### Cells coloured by class, run 1

The bar under the picture is 50 µm long.
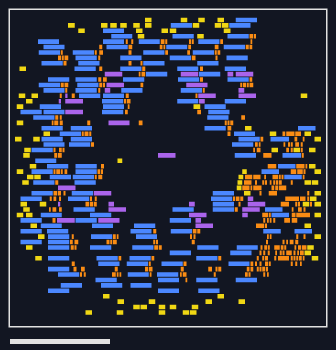
### Gate families picked out, run 1

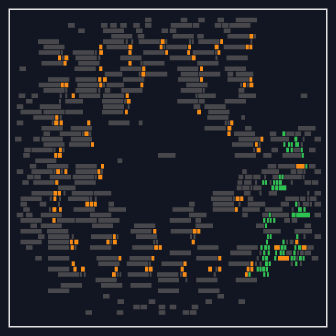
### Placed standard cells, run 1

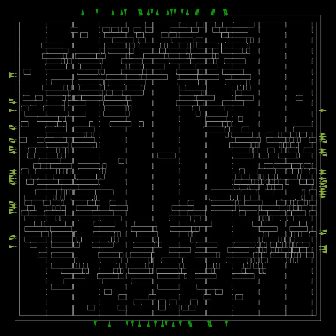
## src/rtl/lsu_req_queue.sv

```systemverilog
// In-order load/store request queue feeding the 16-bit LSU.
// Slots are allocated at tail, handed to the LSU at iss, and freed at ret, all in program order.
module lsu_req_queue #(
  parameter int DEPTH = 4,
  parameter int TAG_W = 2
) (
  input  logic             clk,
  input  logic             a_rst,
  input  logic             enq_valid,
  input  logic [15:0]      enq_addr,
  input  logic [15:0]      enq_data,
  input  logic             enq_width,
  input  logic             enq_cmd,
  output logic             enq_ready,
  output logic [TAG_W-1:0] enq_tag,
  output logic [15:0]      rq_addr,
  output logic [15:0]      rq_data,
  output logic             rq_width,
  output logic             rq_cmd,
  output logic [TAG_W-1:0] rq_tag,
  output logic             rq_start,
  input  logic             rq_hold,
  input  logic             rs_wb,
  input  logic [TAG_W-1:0] rs_tag,
  output logic             q_empty,
  output logic [TAG_W:0]   q_count,
  output logic             tag_err
);

  localparam int PW = TAG_W + 1;

  // Handshakes: an enqueue happens on any rising edge where enq_valid & enq_ready;
  // enq_ready never looks at enq_valid. An issue happens on every edge where rq_start
  // is high; rq_start is only raised while rq_hold is low, so the LSU never sees a
  // strobe it cannot take.

  logic [PW-1:0]    tail_q, tail_d;
  logic [PW-1:0]    iss_q, iss_d;
  logic [PW-1:0]    ret_q, ret_d;
  logic             tag_err_q, tag_err_d;

  logic [15:0]      addr_q  [DEPTH];
  logic [15:0]      data_q  [DEPTH];
  logic             width_q [DEPTH];
  logic             cmd_q   [DEPTH];

  logic [TAG_W-1:0] tail_slot;
  logic [TAG_W-1:0] iss_slot;
  logic [TAG_W-1:0] ret_slot;
  logic [PW-1:0]    count;
  logic             full;
  logic             enq_fire;
  logic             pending;
  logic             issued;
  logic             ret_is_store;
  logic             wb_match;
  logic             retire;

  assign tail_slot = tail_q[TAG_W-1:0];
  assign iss_slot  = iss_q[TAG_W-1:0];
  assign ret_slot  = ret_q[TAG_W-1:0];

  // Extra pointer bit distinguishes full from empty when the slot indices coincide.
  assign count    = tail_q - ret_q;
  assign full     = (count == PW'(DEPTH));
  assign enq_fire = enq_valid & ~full;

  assign pending  = (iss_q != tail_q);
  assign issued   = (ret_q != iss_q);

  assign ret_is_store = cmd_q[ret_slot];
  assign wb_match     = rs_wb & issued & ~ret_is_store & (rs_tag == ret_slot);
  assign retire       = issued & (ret_is_store | wb_match);

  assign enq_ready = ~full;
  assign enq_tag   = tail_slot;
  assign q_empty   = (count == '0);
  assign q_count   = count;
  assign tag_err   = tag_err_q;

  assign rq_start  = pending & ~rq_hold;
  assign rq_tag    = iss_slot;
  assign rq_addr   = addr_q[iss_slot];
  assign rq_data   = data_q[iss_slot];
  assign rq_width  = width_q[iss_slot];
  assign rq_cmd    = cmd_q[iss_slot];

  always_comb begin
    tail_d    = tail_q;
    iss_d     = iss_q;
    ret_d     = ret_q;
    tag_err_d = tag_err_q;
    if (enq_fire) tail_d = tail_q + PW'(1);
    if (rq_start) iss_d = iss_q + PW'(1);
    if (retire)   ret_d = ret_q + PW'(1);
    // A write-back that does not name the oldest issued load is dropped but remembered.
    if (rs_wb && !wb_match) tag_err_d = 1'b1;
  end

  always_ff @(posedge clk or negedge a_rst) begin
    if (!a_rst) begin
      tail_q    <= '0;
      iss_q     <= '0;
      ret_q     <= '0;
      tag_err_q <= 1'b0;
    end else begin
      tail_q    <= tail_d;
      iss_q     <= iss_d;
      ret_q     <= ret_d;
      tag_err_q <= tag_err_d;
    end
  end

  // Payload storage is not reset; nothing reads a slot before it has been written.
  always_ff @(posedge clk) begin
    if (enq_fire) begin
      addr_q[tail_slot]  <= enq_addr;
      data_q[tail_slot]  <= enq_data;
      width_q[tail_slot] <= enq_width;
      cmd_q[tail_slot]   <= enq_cmd;
    end
  end

endmodule

```

## config.mk

```make
export PLATFORM = sky130hd
export DESIGN_NAME = lsu_req_queue
export DESIGN_NICKNAME = d
export VERILOG_FILES = /design/src/rtl/lsu_req_queue.sv
export SDC_FILE = /design/constraint.sdc
export NUM_CORES = 1
export LEC_CHECK = 0
export ABC_AREA = 1
export CORE_MARGIN = 2
export CORE_UTILIZATION = 25
export DETAILED_ROUTE_END_ITERATION = 10
export MAX_ROUTING_LAYER = met4
export PLACE_DENSITY_LB_ADDON = 0.3
export SLEW_MARGIN = 20
export SYNTH_ARGS = -nofsm -noshare
export SYNTH_HDL_FRONTEND = slang
export SYNTH_SLANG_ARGS = --single-unit
```

## constraint.sdc

```tcl
create_clock -name clk -period 10.2 [get_ports clk]
set_input_delay 2.04 -clock clk [delete_from_list [all_inputs] [get_ports clk]]
set_output_delay 2.04 -clock clk [all_outputs]
set_load 0.1 [all_outputs]
```

==> run_results.csv, run 1 <==
group,metric,value,unit
status,status,"finished, final reports clean",
cts,cts_buffers,17,
cts,cts_sinks,146,
cells_and_area,diodes,0,
synth,synthDistinctLibCells,30,
placed_design,place_ws,4.32,ns
setup_path,reg2reg_depth,7,
setup_path,r2r_end,"addr_q[0][13]",
synth,syn_area,0.00598,mm²
routing,vias_per_cell,4.29,
final_timing,setup_tns,0,ns
grt,gr-usage-all-layers,0.118,
grt,grt_pass1_wl,21100,µm
synth,ys_seq_elements,146,
setup_path,reg2reg_slack,7.56,ns
cts,cts_tree,"yes",
setup_path,cp-startpoint,"rq_hold",
synth,synthSimpleGateAreaFrac,0.0973,
run,max_cap_viol_count,0,
synth,mux_share,0,
floorplanning,dieHeight,159,µm
setup_path,crit_path_top_delay_cell,"clkdlybuf4s50_1",
cts,cts_root_buffer,"clkbuf_16",
setup_path,critPathCaptureType,"output port",
cts,postCtsSetupBuffers,0,
synth,async_reset_ff_frac,0.0685,
setup_path,cpLargestDelayFamily,"buffers and inverters",
synth,synth.avg_cell_area,12.8,µm²
synth,ff_type,"edfxtp_1",
cts,clockBufferDepth,2,
setup_path,slowest_delay,1.12,ns
cts,htreeDepth,4,
## Picture notes: 'Cells coloured by class'
Key: yellow = other buffers and delay cells [cells 90, share of their area 12%]; blue = flip-flops [cells 146, share of their area 59%]; orange = all other logic [cells 291, share of their area 21%]; purple = clock drivers and dummy loads [cells 32, share of their area 8.3%]
core area: 0.0235 mm²
Seq area share: 0.561
Finished Core Util: 0.329
row count: 56
Finished Cell Area: 0.00773 mm²

## Picture notes: 'Gate families picked out'
Key: green = NAND gates [cells 67, most used nand2_1]; orange = inverting AOI/OAI gates [cells 108, most used o21ai_0, where all over the die]

## Picture notes: 'Placed standard cells'
Cell Count, Final, Fillers Out: 878
FFs & Latches: 146
fill count: 2335
TAP cells: 319

-- run 1: final cells by class --
class | instances | area [µm²]
tap | 319 | 399
clock buffer | 19 | 433
multi-input combinational | 265 | 1400
timing repair buffer | 90 | 888
clock inverter | 13 | 173
sequential | 146 | 4340
inverter | 26 | 108
fill | 2335 | 15700
-- run 1: metal layers --
metal  track usage  up-vias  share of wire
li1              -     1828              -
met1         0.139     1858           0.45
met2         0.196       71           0.50
met3        0.0332        8          0.034
met4        0.0347        0          0.011
met5             -        -              0
-- run 1: cells in the final DEF, fill, tap and decap left out, types with 7 or more instances in the layout --
cell             instances
edfxtp_1               136
o22ai_1                 33
clkbuf_16               17
nand2_1                 49
dfrtp_1                  8
nand3_1                 13
nor2_1                  68
o21ai_0                 64
clkdlybuf4s50_1         85
inv_6                    7
ha_1                     7
inv_1                   22
### Routed clock nets over the placement, run 1

The bar under the picture is 50 µm long.
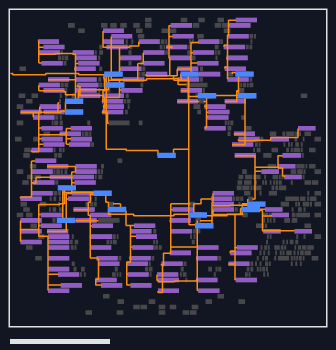

--- run 2 (diff from run 1) ---
clock period = 4.8 ns   (was 10.2 ns; I/O delays follow)
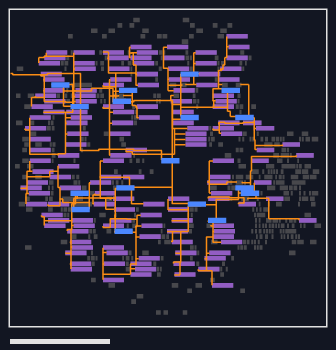
*Routed clock nets over the placement, run 2*
The bar under the picture is 50 µm long.
Key: orange = clock wires [length 1770 µm]; blue = cells driving clock nets [count 17]; purple = flip-flops [count 146]
There are 18 routed clock nets.

==> run_results.csv, run 2 <==
group,metric,value,unit
status,status,"finished, final reports clean",
routing,wl_met3,679,µm
grt,busiest_layer,"met2",
setup_path,critPathCaptureType,"output port",
synth,mux_share,0,
grt,grtUsageMet1,0.157,
synth,synthSimpleGateAreaFrac,0.0973,
cells_and_area,mi_logic_area,0.00140,mm²
synth,async_reset_ff_frac,0.0685,
placed_design,place_ws,1.14,ns
cts,clockBufferDepth,2,
setup_path,cp-startpoint,"ret_q[0]",
cts,cts_buffers,17,
cells_and_area,final_cell_count_no_fill,879,
cts,cts_root_buffer,"clkbuf_16",
grt,gr-usage-all-layers,0.122,
cts,htreeDepth,4,
floorplanning,coreArea,0.0235,mm²
setup_path,reg2reg_depth,7,
cells_and_area,regArea,0.00434,mm²
routing,vias_per_cell,4.31,
setup_path,reg2reg_slack,1.75,ns
cells_and_area,diodes,0,
cts,cts_sinks,146,
cells_and_area,mostFrequentLayoutCell,"edfxtp_1",
floorplanning,rows,56,
routing,wl_met2,6630,µm
run,max_cap_viol_count,0,
grt,use_met2,0.186,
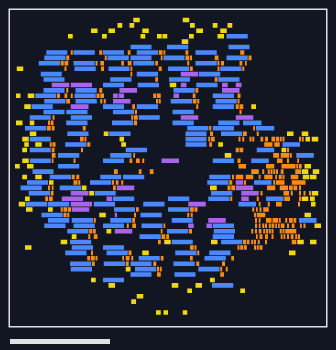
*Cells coloured by class, run 2*
The bar under the picture is 50 µm long.
Key: blue = flip-flops [cells 146, share of their area 60%]; orange = all other logic [cells 291, share of their area 21%]; purple = clock drivers and dummy loads [cells 32, share of their area 8.5%]; yellow = other buffers and delay cells [cells 91, share of their area 11%]
Finished Cell Area: 0.00766 mm²
Finished Core Util: 0.327
Seq area share: 0.566

[run 2: netlist changes by cell type in the layout (fill, tap and decap cells not counted)]
cell,previous run,this run
buf_4,5,42
clkdlybuf4s50_1,85,49
clkbuf_1,2,0
clkinv_4,3,1
inv_8,0,2
clkinvlp_4,0,1
inv_6,7,8
[run 2: final cells by class]
type | instances | area share
Inverter | 26 | 0.0140
Tap cell | 319 | 0.0521
Clock buffer | 17 | 0.0555
Sequential cell | 146 | 0.566
Clock inverter | 15 | 0.0253
Timing Repair Buffer | 91 | 0.105
Multi-Input combinational cell | 265 | 0.182
[run 2: worst max-delay path, stage by stage (launching register included)]
cell and delay (ns):
dfrtp_1 0.60, ha_1 0.25, fa_1 0.44, nand2_1 0.11, nand3b_4 0.17, clkdlybuf4s50_1 1.14
### Metal 2, run 2

Cells faint in the background.
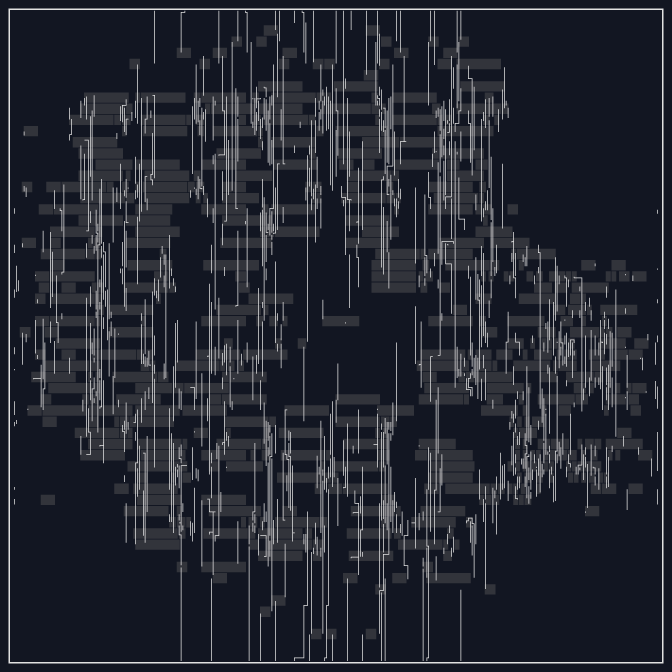

--- run 3 (diff from run 2) ---
clock period = 5.05 ns   (was 4.8 ns; I/O delays follow)
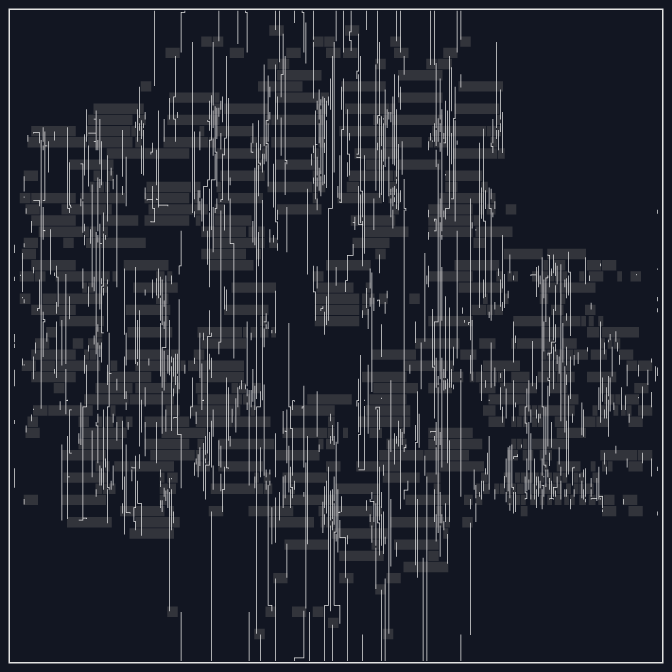
*Metal 2, run 3*
Cells faint in the background.
The longest straight run is 65.3 µm. The wires run mostly vertical. The layer carries 6930 µm of wire.
met2 usage: 0.197
drt total wl: 14100 µm
DR vias: 3790

==> run_results.csv, run 3 <==
group,metric,value,unit
setup_path,crit_top_cell,"inv_1",
synth,syn_area,0.00598,mm²
floorplanning,rows,56,
cts,cts_buffers,17,
setup_path,slowest_delay,1.14,ns
placed_design,place_ws,1.33,ns
setup_path,cp-startpoint,"ret_q[0]",
cells_and_area,diodes,0,
synth,ys_seq_elements,146,
cells_and_area,mi_logic_area,0.00140,mm²
grt,gr-usage-all-layers,0.122,
routing,wl_met3,632,µm
cts,cts_root_buffer,"clkbuf_16",
cells_and_area,regArea,0.00434,mm²
floorplanning,coreArea,0.0235,mm²
cts,clockBufferDepth,2,
synth,async_reset_ff_frac,0.0685,
cells_and_area,fin_util,0.325,
setup_path,reg2reg_depth,7,
cells_and_area,final_cell_count_no_fill,878,
synth,mux_share,0,
cts,postCtsSetupBuffers,0,
final_timing,setup_tns,0,ns
synth,synth.avg_cell_area,12.8,µm²
setup_path,r2r_end,"width_q[0]",
cts,cts_sinks,146,
cts,htreeDepth,4,
routing,wl_met2,6930,µm
cells_and_area,stdcell_area,0.00762,mm²
synth,synthDistinctLibCells,30,
setup_path,crit_path_top_delay_cell,"clkdlybuf4s50_1",
routing,wl_met1,6430,µm
setup_path,critPathCaptureType,"output port",
setup_path,reg2reg_slack,1.95,ns
status,status,"finished, final reports clean",
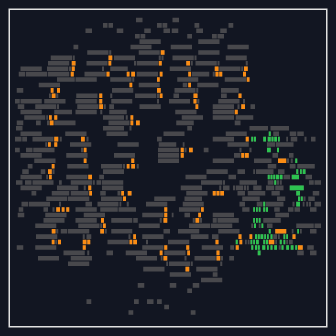
*Gate families picked out, run 3*
Key: orange = inverting AOI/OAI gates [cells 108, most used o21ai_0]; green = NAND gates [cells 67, most used nand2_1]
Comb area share: 0.183
most numerous logic cell after layout: edfxtp_1

==> run 3: cell types whose count changed in the layout (fill, tap and decap cells not counted), sizes merged <==
cell           before  now
inv                35   32
buf                42   40
clkbuf             17   19
bufinv              3    2
clkdlybuf4s50      49   50
clkinv              2    3
clkinvlp            1    2
==> run 3: metal layers <==
layer  up-vias  global-route usage
met2        88               0.197
met4         0              0.0322
met1      1860               0.151
li1       1830                   -
met3        12              0.0359
met5         -                   -
==> run 3: cell type report <==
type | count | share of cell area
Clock inverter | 13 | 0.0195
Tap cell | 319 | 0.0524
Sequential cell | 146 | 0.569
Multi-Input combinational cell | 265 | 0.183
Inverter | 26 | 0.0141
Clock buffer | 19 | 0.0568
Timing Repair Buffer | 90 | 0.105
